run_1/util_map.png
Bar = 20 microns. The die is cut into 10 by 8 equal tiles; dark blue is low, red is high, 0 to 100% covered.
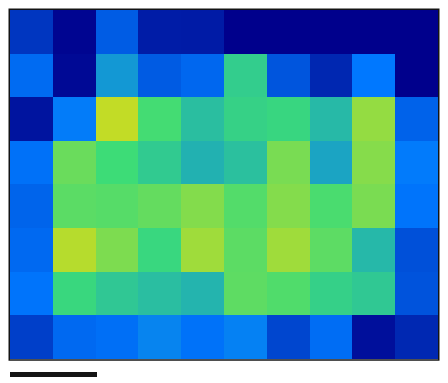
run_1/m2.png
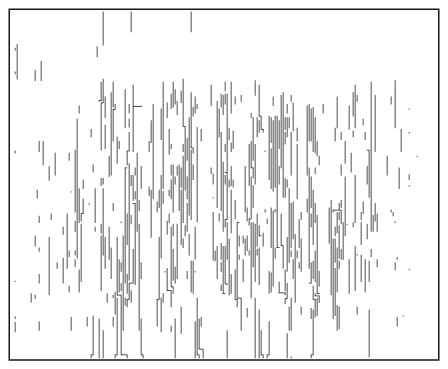
run_1/m1.png
Cells faint in the background.
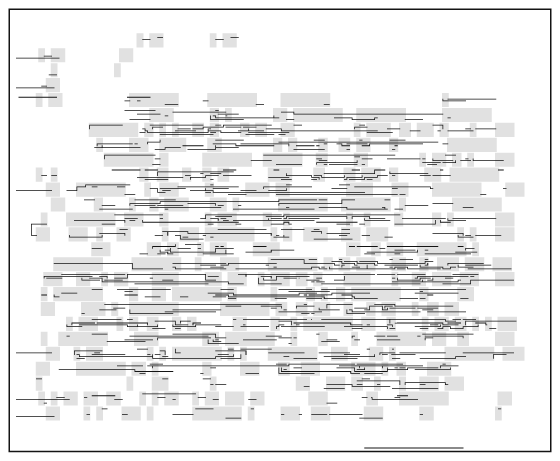
==> config.mk <==
export PLATFORM = sky130hd
export DESIGN_NAME = mem_req_scheduler
export DESIGN_NICKNAME = d
export VERILOG_FILES = /design/src/rtl/mem_req_scheduler.sv
export SDC_FILE = /design/constraint.sdc
export NUM_CORES = 1
export LEC_CHECK = 0
export CELL_PAD_IN_SITES_DETAIL_PLACEMENT = 1
export CELL_PAD_IN_SITES_GLOBAL_PLACEMENT = 2
export CORE_ASPECT_RATIO = 0.8
export CORE_MARGIN = 4
export CORE_UTILIZATION = 34
export CTS_BUF_LIST = sky130_fd_sc_hd__clkbuf_4 sky130_fd_sc_hd__clkbuf_8
export DETAILED_ROUTE_END_ITERATION = 8
export GPL_TIMING_DRIVEN = 0
export PLACE_DENSITY = 0.91
export SYNTH_ARGS = -nofsm -noshare
export SYNTH_HDL_FRONTEND = slang
export SYNTH_SLANG_ARGS = --single-unit
==> constraint.sdc <==
create_clock -name clk -period 4.4 [get_ports clk]
set_clock_uncertainty 0.1 [all_clocks]
set_input_delay 0.88 -clock clk [delete_from_list [all_inputs] [get_ports clk]]
set_output_delay 0.88 -clock clk [all_outputs]
set_load 0.02 [all_outputs]
==> results.txt, run 1 <==
Physical implementation.

- The per-cell via count in the routed design is roughly 5.0.
- The number of max-capacitance violations reported is 0.
- The first routing iteration left roughly 100 violations.
- The final-layout setup total negative slack is 0 ps.
- Combinational logic burns between 40% and 50% of the power.
- Across all setup checks in the final design, the least slack found is ~1400 ps.
- The pin count of the biggest net entering global routing is 38.
- Data on the critical path arrives at its endpoint at between 3000 and 4000 ps.
- The flow reports that the clock network draws 19.0% of the design power.
- The transition time recorded at the tightest slew-check pin is just under 900 ps.
- The switching power share of the total is around 40%.
- The largest vdd supply drop is 0.2212 mV.
- TritonCTS built the clock tree.
- The post-placement cell area is 2648 sq um.
- The synthesis run shows multiplexers occupying 3.602% of the cell area.
- The final-report max-slew violation count is 0.
- Each instance of the synthesized netlist takes up on average ~9.4 sq um.
- The count of warnings emitted by yosys is 0.
- Synthesis instantiated about 48 different standard cells from the library.
- The detail route stage leaves a number of antenna-violating nets equal to 0.
- On the final layout, the worst hold slack is 379.1 ps.
- The post-CTS clock slew at the launch and capture registers of the worst setup and hold paths is 80 ps.
- The clock latency of the later-clocked register in the worst-skew pair is ~290 ps.
- The cell at the root of the clock tree is sky130_fd_sc_hd__clkbuf_8.
- For reference, the top cells by count after synthesis are sky130_fd_sc_hd__dfrtp_1, sky130_fd_sc_hd__buf_4, sky130_fd_sc_hd__nand2_1.
- The number of placed instances, taps included is 366.
- The via count of the first global-routing pass was about 1,900.
- The power report lists cell-internal power as roughly 0.77 mW.
- The critical path start-end classification is in -> reg.
- The number of enable-type register cells in the synthesized netlist is 0.
- The run finished with clean final reports.
- The area of all placed cells without fillers is between 2000 and 3000 sq um.
- In this run, the synthesized area fraction spent on AND-OR/OR-AND gates is recorded as between 10% and 20%.
- Global routing used between 10% and 20% of the available tracks across all layers.
- The fmax is 331.0 MHz.
- In this run the tool buffered the top-level ports with 24 buffer cells.
- The fraction of the cycle the final worst path needs is between 60 and 70%.
- On the critical path, the stage with the largest delay is an instance of sky130_fd_sc_hd__or4_1.
- STA on the placed design reports a worst setup slack of between 1000 and 1500 ps.
- The share of synthesized area occupied by flip-flops and latches is 41.64%.
- The type of element launching the critical path is an input port.
- The number of rows in the core area is 26.
- The timing report gives the worst reg2reg path a setup slack of a little under 2000 ps.
- After clock tree synthesis, the repair step resized 0 gates.
- The non-filler instance count after layout is 374.
- The biggest cell delay along the critical path is slightly below 600 ps.
- Setup repair after global routing left no endpoint under its margin.
- The number of standard cells after synthesis is between 200 and 250.
- Before any placement, the netlist area is recorded as between 2000 and 2500 sq um.
- The layout-stage area growth over the synthesis result is 22.96%.
- The antenna diode count is 0.
- The wire length of the first global-routing pass is 9680 microns.
- The final layout net count is roughly 300.
- The simple-gate portion of the synthesized area is between 20% and 30%.
- The report lists the cells along the critical path as clkdlybuf4s50_1 > nand2b_1 > clkbuf_1 > o31a_1 > nand3_2 > or4_1 > a21oi_1.
- The smallest clock period supported by the final layout is computed as 3021 ps.
- The number of buffers created by CTS is 5.
- The analysis attributes to cell leakage a power of 1.267 nW.
- After detailed routing, the average wire length per cell comes to 15.26 microns.
- The worst min-delay path class is reg -> reg.
- On the critical path the largest part of the delay comes from simple AND/OR/NAND/NOR gates.
- Buffers inserted to repair hold after CTS numbered 0.
- Summing the areas of all xor and xnor instances in the mapped netlist gives 2.364% of the synthesized area.
## Picture notes: util_map.png
emptiest ninth of the die	top right
nearly empty tiles	10%
densest ninth of the die	middle
placeable core area: 6376 sq um
end-of-flow core utilization: 42.88%
core utilization at floorplan: 34.87%

## Picture notes: m2.png
longest straight run	34.3 microns
nets with wire on the layer	265
share of all routed wire	46%
main direction	vertical
wire length on this layer	2,600 microns
Final Routed Wirelength: 5707 microns
vias: 1,853

## Picture notes: m1.png
main direction	horizontal
longest straight run	32.2 microns
global-route track usage on met1: 21.59%

-- run 1: layout make-up --
type / instances / area [sq um] / area share (%)
multi-input combinational: 178 / 1100 / 40.23
clock buffer: 6 / 76.32 / 2.792
clock inverter: 2 / 10.01 / 0.3661
inverter: 8 / 30.03 / 1.098
sequential: 37 / 925.9 / 33.87
timing repair buffer: 24 / 240.2 / 8.787
buffer: 35 / 246.5 / 9.016
tap: 84 / 105.1 / 3.844
-- run 1: metrics by stage --
stage	utilization, %	total power, mW
finish	42.88	1.284
global route	42.88	1.367
CTS	42.88	1.291
detailed placement	41.52	1.046
global placement	41.52	1.029
floorplan	-	0.8406
-- run 1: logic make-up after synthesis --
family | count (synthesis)
flip-flops | 37
other | 1
AND/OR/NAND/NOR | 85
buffers and inverters | 43
AND-OR/OR-AND | 48
XOR/XNOR | 6
multiplexers | 8
adder cells (fa/ha/maj) | 9
-- run 1: power groups by stage --
stage / combinational [mW] / sequential [mW] / clock, mW
after floorplan: 0.327 / 0.513 / 0
after global placement: 0.548 / 0.481 / 0
after detailed placement: 0.562 / 0.484 / 0
after CTS: 0.565 / 0.478 / 0.248
after global routing: 0.616 / 0.489 / 0.263
final: 0.563 / 0.478 / 0.244
-- run 1: tightest hold or removal path, delay by kind of cell, from the launching register on --
| kind | cells | cell delay, ps |
|---|---|---|
| AOI/OAI and AO/OA | 1 | 60 |
| DFF | 1 | 340 |
| and+or+nand+nor | 1 | 50 |
-- run 1: layer usage --
metal	up-vias	global-route usage [%]	share of wire, %
met5	-	0	0
met1	906	21.59	48
met2	45	23.82	46
li1	900	-	-
met3	2	3.993	5.9
met4	0	4.093	0.33
run_1/congestion_map.png
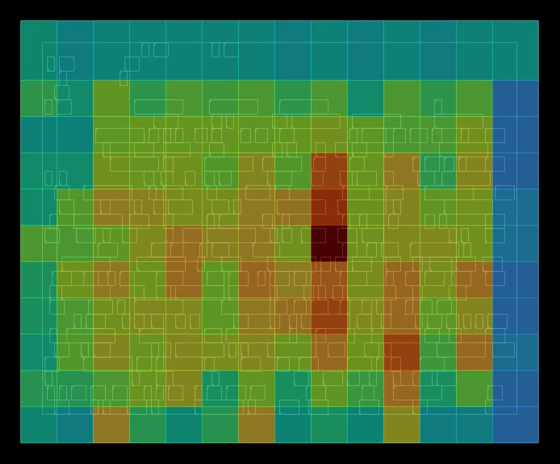

==> run 2, diff against run 1 <==
CORE_UTILIZATION = 32   (was 34)
PLACE_DENSITY = 0.87   (was 0.91)
clock period = 2.9 ns   (was 4.4 ns; I/O delays follow)
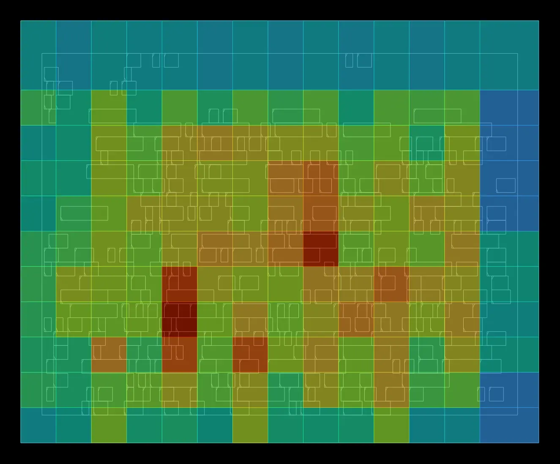
run_2/congestion_map.png
global-route track usage on met1: 20.88%
average routed wire per standard cell: 15.37 microns
global-route layer with the greatest usage: met2

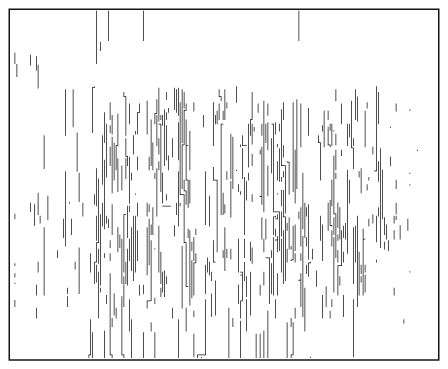
run_2/m2.png
longest straight run	26.2 microns
nets with wire on the layer	260
Global Route met2 Usage: 23.50%
vias: 1,847
Final Routed Wirelength: 5733 microns

==> run 2 against run 1 <==
Global-route usage is 0.60 points lower. Largest cell class unchanged. Highest routed layer unchanged. Setup slack worse by 1000 ps. Sequential share of layout area hardly changed. Area after synthesis stayed put. Routed wire length is 0.46% higher.
==> results.txt, run 2 <==
Physical implementation.

- The slew of the pin with the lowest slew margin is 859.1 ps (-8.321 ps).
- The number of standard cells after synthesis is 237 (unchanged).
- The flow reports that sequential cells draw between 30% and 40% of the design power.
- The cell-internal power is 1.185 mW (+55%).
- The power dissipated in sequential cells was 0.728 mW (+52%).
- The per-cell via count in the routed design is 4.952 (about the same).
- The flow ran to the end, and the final reports show no timing, DRC or antenna violations.
- The register area is 925.9 sq um (unchanged).
- The heaviest power group is combinational logic.
- The post-CTS clock slew at the launch and capture registers of the worst setup and hold paths is 70 ps (about the same).
- The count of warnings emitted by yosys is 0 (unchanged).
- The largest vdd supply drop is 0.3337 mV (+51%).
- The power in the clock group is 0.380 mW (+56%).
- The number of unique standard cell types used by synthesis was 48 (unchanged).
- The via count of the first global-routing pass was 1,904 (+0.26%).
- The post-placement cell area is 2648 sq um (unchanged).
- The arrival time at the worst endpoint came to 2670 ps (-470 ps).
- The initial DRC count is 24 (-76%).
- By startpoint and endpoint, the worst setup path is classified as in -> reg.
- The switching power share of the total is 39.39% (-0.90 points).
- The count of hold buffers inserted by post-cts repair came to 0 (unchanged).
- The width of the die is slightly above 100 microns.
- Ranked by instance count, the synthesized netlist is headed by sky130_fd_sc_hd__dfrtp_1, sky130_fd_sc_hd__buf_4, sky130_fd_sc_hd__nand2_1.
- The average size of a mapped cell is 9.381 sq um (unchanged).
- The area of all placed cells without fillers came to 2735 sq um (about the same).
- The area of the mapped netlist is 2223 sq um (unchanged).
- Counting I/O delays and the setup requirement, the final critical path takes around 2600 ps.
- The clock share of power is 19.5% (+0.5 points).
- The static power due to leakage was 1.267 nW (about the same).
- The least setup slack across all paths after layout is 333.8 ps (-1045 ps).
- The register-to-register path setup slack is 540 ps (-1410 ps).
- The flow reports an fmax of a little under 400 MHz.
- The layout-stage area growth over the synthesis result came to 23.02% (about the same).
- Looking at the clock tree report, the root buffer type is sky130_fd_sc_hd__clkbuf_8.
- The reported combinational group power came to 0.847 mW (+50%).
- The clock latency of the later-clocked register in the worst-skew pair is 290 ps (about the same).
- The number of max-capacitance violations reported is 0 (unchanged).
- TritonCTS built the clock tree.
- The number of buffers created by CTS is 5 (unchanged).
- The final layout net count was 305 (-0.33%).
- The final-report max-slew violation count is 0 (unchanged).
- STA classifies the critical path startpoint as an input port.
- The number of rows in the core area was 26 (unchanged).
- The standard cell core area is 6571 sq um (+3.1%).
- The share of synthesized area occupied by flip-flops and latches is 41.64% (unchanged).
- The effective utilization at floorplan is 33.83% (-1.0 points).
- The total track usage is 14.88% (-0.60 points).
- The pin count of the biggest net entering global routing is 38 (unchanged).
- The final-layout setup total negative slack is 0 ps (unchanged).
- The worst setup slack before clock tree synthesis was -107.9 ps (-1205 ps).
- Setup repair after global routing left no endpoint under its margin.
- The number of enable-type register cells in the synthesized netlist came to 0 (unchanged).
- The antenna diode count is 0 (unchanged).
- The count of nets left with antenna violations after detail routing is 0 (unchanged).
-- run 2: cell count changes in the layout (fill, tap and decap cells not counted), sizes merged --
cell    delta
clkbuf     +1
clkinv     -2
-- run 2: per-stage QoR --
step	utilization, %	hold WS, ps	power, mW	std cells
floorplan	-	378.1	1.275	258
global placement	40.29	359.0	1.565	366
detailed placement	40.29	364.9	1.590	366
CTS	41.68	383.2	1.978	374
global route	41.62	407.4	2.101	373
finish	41.62	381.8	1.955	373
-- run 2: routing by layer --
metal  share of wire, %  global-route usage (%)  up-vias  routed length [microns]
li1                   -                       -      893                        -
met1                 50                   20.88      915                     2866
met2                 45                   23.50       33                     2559
met3                4.6                   3.610        6                      261
met4               0.77                   2.789        0                       44
met5                  0                       0        -                        0
-- run 2: cell families (layout without fill, tap and decap cells) --
| family | Yosys count | count (layout) | synth area share (%) |
|---|---|---|---|
| compound gates | 48 | 48 | 13.73 |
| fa+ha+maj | 9 | 9 | 5.403 |
| mux | 8 | 8 | 3.602 |
| buf+inv | 43 | 74 | 12.44 |
| xor+xnor | 6 | 6 | 2.364 |
| simple gates | 85 | 85 | 20.65 |
| flops | 37 | 37 | 41.64 |
| other cells | 1 | 22 | 0.1687 |
-- run 2: final cells by class --
cell class                 count  share of cell area [%]
clock buffer                   8                   3.339
multi-input combinational    178                   40.21
tap                           84                   3.843
sequential                    37                   33.85
inverter                       8                   1.098
timing repair buffer          24                   8.783
buffer                        34                   8.875
-- run 2: worst max-delay path, stage by stage --
cell and delay (ps):
sky130_fd_sc_hd__clkdlybuf4s50_1 470, sky130_fd_sc_hd__nand2b_1 350, sky130_fd_sc_hd__o31a_1 330, sky130_fd_sc_hd__nand3_1 200, sky130_fd_sc_hd__buf_2 260, sky130_fd_sc_hd__or3_1 360
sky130_fd_sc_hd__a21oi_1 130
Power figures rest on the tool's default switching activity, not on a simulated workload.
